File: config.mk
export PLATFORM = sky130hd
export DESIGN_NAME = instruction_fetch
export DESIGN_NICKNAME = d
export VERILOG_FILES = /design/src/rtl/instruction_fetch.sv
export SDC_FILE = /design/constraint.sdc
export NUM_CORES = 1
export LEC_CHECK = 0
export ABC_AREA = 1
export CORE_MARGIN = 2
export CORE_UTILIZATION = 52
export DETAILED_ROUTE_END_ITERATION = 8
export GPL_ROUTABILITY_DRIVEN = 1
export GPL_TIMING_DRIVEN = 0
export PLACE_DENSITY_LB_ADDON = 0.3
export SYNTH_ARGS = -nofsm -noshare
export SYNTH_HDL_FRONTEND = slang
export SYNTH_SLANG_ARGS = --single-unit
File: constraint.sdc
create_clock -name clk -period 2.45 [get_ports clk]
set_input_delay 0.3675 -clock clk [delete_from_list [all_inputs] [get_ports clk]]
set_output_delay 0.3675 -clock clk [all_outputs]
set_load 0.005 [all_outputs]
File: src/rtl/instruction_fetch.sv
// Instruction fetch unit: owns the fetch PC, runs a single-outstanding request/response
// handshake to instruction memory and presents one registered instruction to decode.
module instruction_fetch #(
    parameter logic [31:0] RESET_PC = 32'h0000_0000,
    parameter logic [31:0] NOP_WORD = 32'h0000_0013
) (
    input  logic        clk,
    input  logic        reset,
    output logic        imemReq,
    output logic [31:0] imemAddr,
    input  logic        imemReady,
    input  logic        imemValid,
    input  logic [31:0] imemData,
    input  logic        stall,
    input  logic        branchTaken,
    input  logic [31:0] branchTarget,
    output logic [31:0] instruction,
    output logic [31:0] pc,
    output logic        instValid
);

    typedef enum logic [1:0] {
        FETCH = 2'd0,
        WAIT  = 2'd1,
        HOLD  = 2'd2,
        DROP  = 2'd3
    } fetchState_t;

    fetchState_t state_r;
    logic [31:0] fetchPc_r;
    logic [31:0] reqPc_r;
    logic [31:0] instruction_r;
    logic [31:0] pc_r;
    logic        instValid_r;
    logic [31:0] skidData_r;
    logic [31:0] skidPc_r;
    logic        skidValid_r;

    logic        slotFree_s;
    logic        imemReq_s;
    logic        accept_s;
    logic [31:0] target_s;

    // Request gating: only ask for a word when the output slot can take it next cycle
    always_comb begin
        slotFree_s = !instValid_r || !stall;
        target_s   = branchTarget & 32'hFFFF_FFFC;
        if (!reset && (state_r == FETCH) && slotFree_s) begin
            imemReq_s = 1'b1;
        end else begin
            imemReq_s = 1'b0;
        end
        accept_s = imemReq_s && imemReady;
    end

    // Fetch sequencer, output slot and skid buffer
    always_ff @(posedge clk) begin
        if (reset) begin
            state_r       <= FETCH;
            fetchPc_r     <= RESET_PC;
            reqPc_r       <= RESET_PC;
            instruction_r <= NOP_WORD;
            pc_r          <= RESET_PC;
            instValid_r   <= 1'b0;
            skidData_r    <= NOP_WORD;
            skidPc_r      <= RESET_PC;
            skidValid_r   <= 1'b0;
        end else if (branchTaken) begin
            // Redirect outranks stall, response and acceptance; an in-flight fetch is dropped
            fetchPc_r     <= target_s;
            instValid_r   <= 1'b0;
            instruction_r <= NOP_WORD;
            skidValid_r   <= 1'b0;
            case (state_r)
                FETCH:   state_r <= accept_s ? DROP : FETCH;
                WAIT:    state_r <= imemValid ? FETCH : DROP;
                default: state_r <= FETCH;
            endcase
        end else begin
            if (instValid_r && !stall) begin
                instValid_r   <= 1'b0;
                instruction_r <= NOP_WORD;
            end
            case (state_r)
                FETCH: begin
                    if (accept_s) begin
                        reqPc_r   <= fetchPc_r;
                        fetchPc_r <= fetchPc_r + 32'd4;
                        state_r   <= WAIT;
                    end
                end
                WAIT: begin
                    if (imemValid) begin
                        if (slotFree_s) begin
                            instruction_r <= imemData;
                            pc_r          <= reqPc_r;
                            instValid_r   <= 1'b1;
                            state_r       <= FETCH;
                        end else begin
                            skidData_r  <= imemData;
                            skidPc_r    <= reqPc_r;
                            skidValid_r <= 1'b1;
                            state_r     <= HOLD;
                        end
                    end
                end
                HOLD: begin
                    if (!stall) begin
                        if (skidValid_r) begin
                            instruction_r <= skidData_r;
                            pc_r          <= skidPc_r;
                            instValid_r   <= 1'b1;
                        end
                        skidValid_r <= 1'b0;
                        state_r     <= FETCH;
                    end
                end
                DROP: begin
                    if (imemValid) begin
                        state_r <= FETCH;
                    end
                end
                default: state_r <= FETCH;
            endcase
        end
    end

    assign imemReq     = imemReq_s;
    assign imemAddr    = fetchPc_r;
    assign instruction = instruction_r;
    assign pc          = pc_r;
    assign instValid   = instValid_r;

endmodule

Figure 1. Wires at chosen ports, followed through buffers.
Bar = 50 µm.
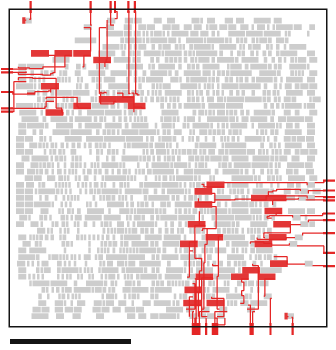
color	port	bits	direction	edge	end cells	buffers	wire
red	pc	32	output	12 bottom, 9 right, 6 top, 5 left	32	32	1080 µm

==> summary.txt <==
crit path to = imemAddr[20]
count leader, synth = nand2_1
Setup-failing EPs final = 0
distinct cell type count after synthesis = 35
Synth logic family = simple AND/OR/NAND/NOR gates
status = complete, no violations
Clock-cell share = 5.241%
WHS Path Cells = 2
post-synth top area share = 44.98%
WHS = 0.3664 ns
setup TNS = 0 ns
PwrDens = 723.1 nW/µm²
DP Worst Slack = -0.6776 ns
GRT met1 Usage = 38.77%
Util after Layout = 68.48%
ys async rst share = 0%
CTS tree = yes
Crit Path Max Fanout = 5
mapped cell area = 8368 µm²
Non-clock buffers = 240
LEAKAGE = 4.206 nW
Pint = 5.463 mW
worst reg2reg path depth = 10
Placement Rows = 46
post-synth top area cell = dfxtp_1
Worst Setup End Kind = register
yosys aoi share = 21.38%
Syn-to-layout area delta = 29.53%
tool warnings = 31
Dominant Register Cell = dfxtp_1
DR iter-0 viols = 776
most instantiated logic cells after routing = nand2_1, dfxtp_1, o21ai_0
Figure 2. Placement view.
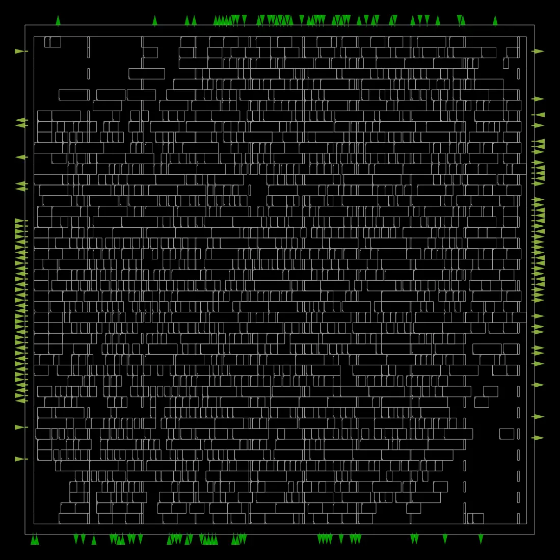
Seq area share: 34.72%
Post-Layout Cell Count: 1589
# Taps: 216

Power figures rest on the tool's default switching activity, not on a simulated workload.
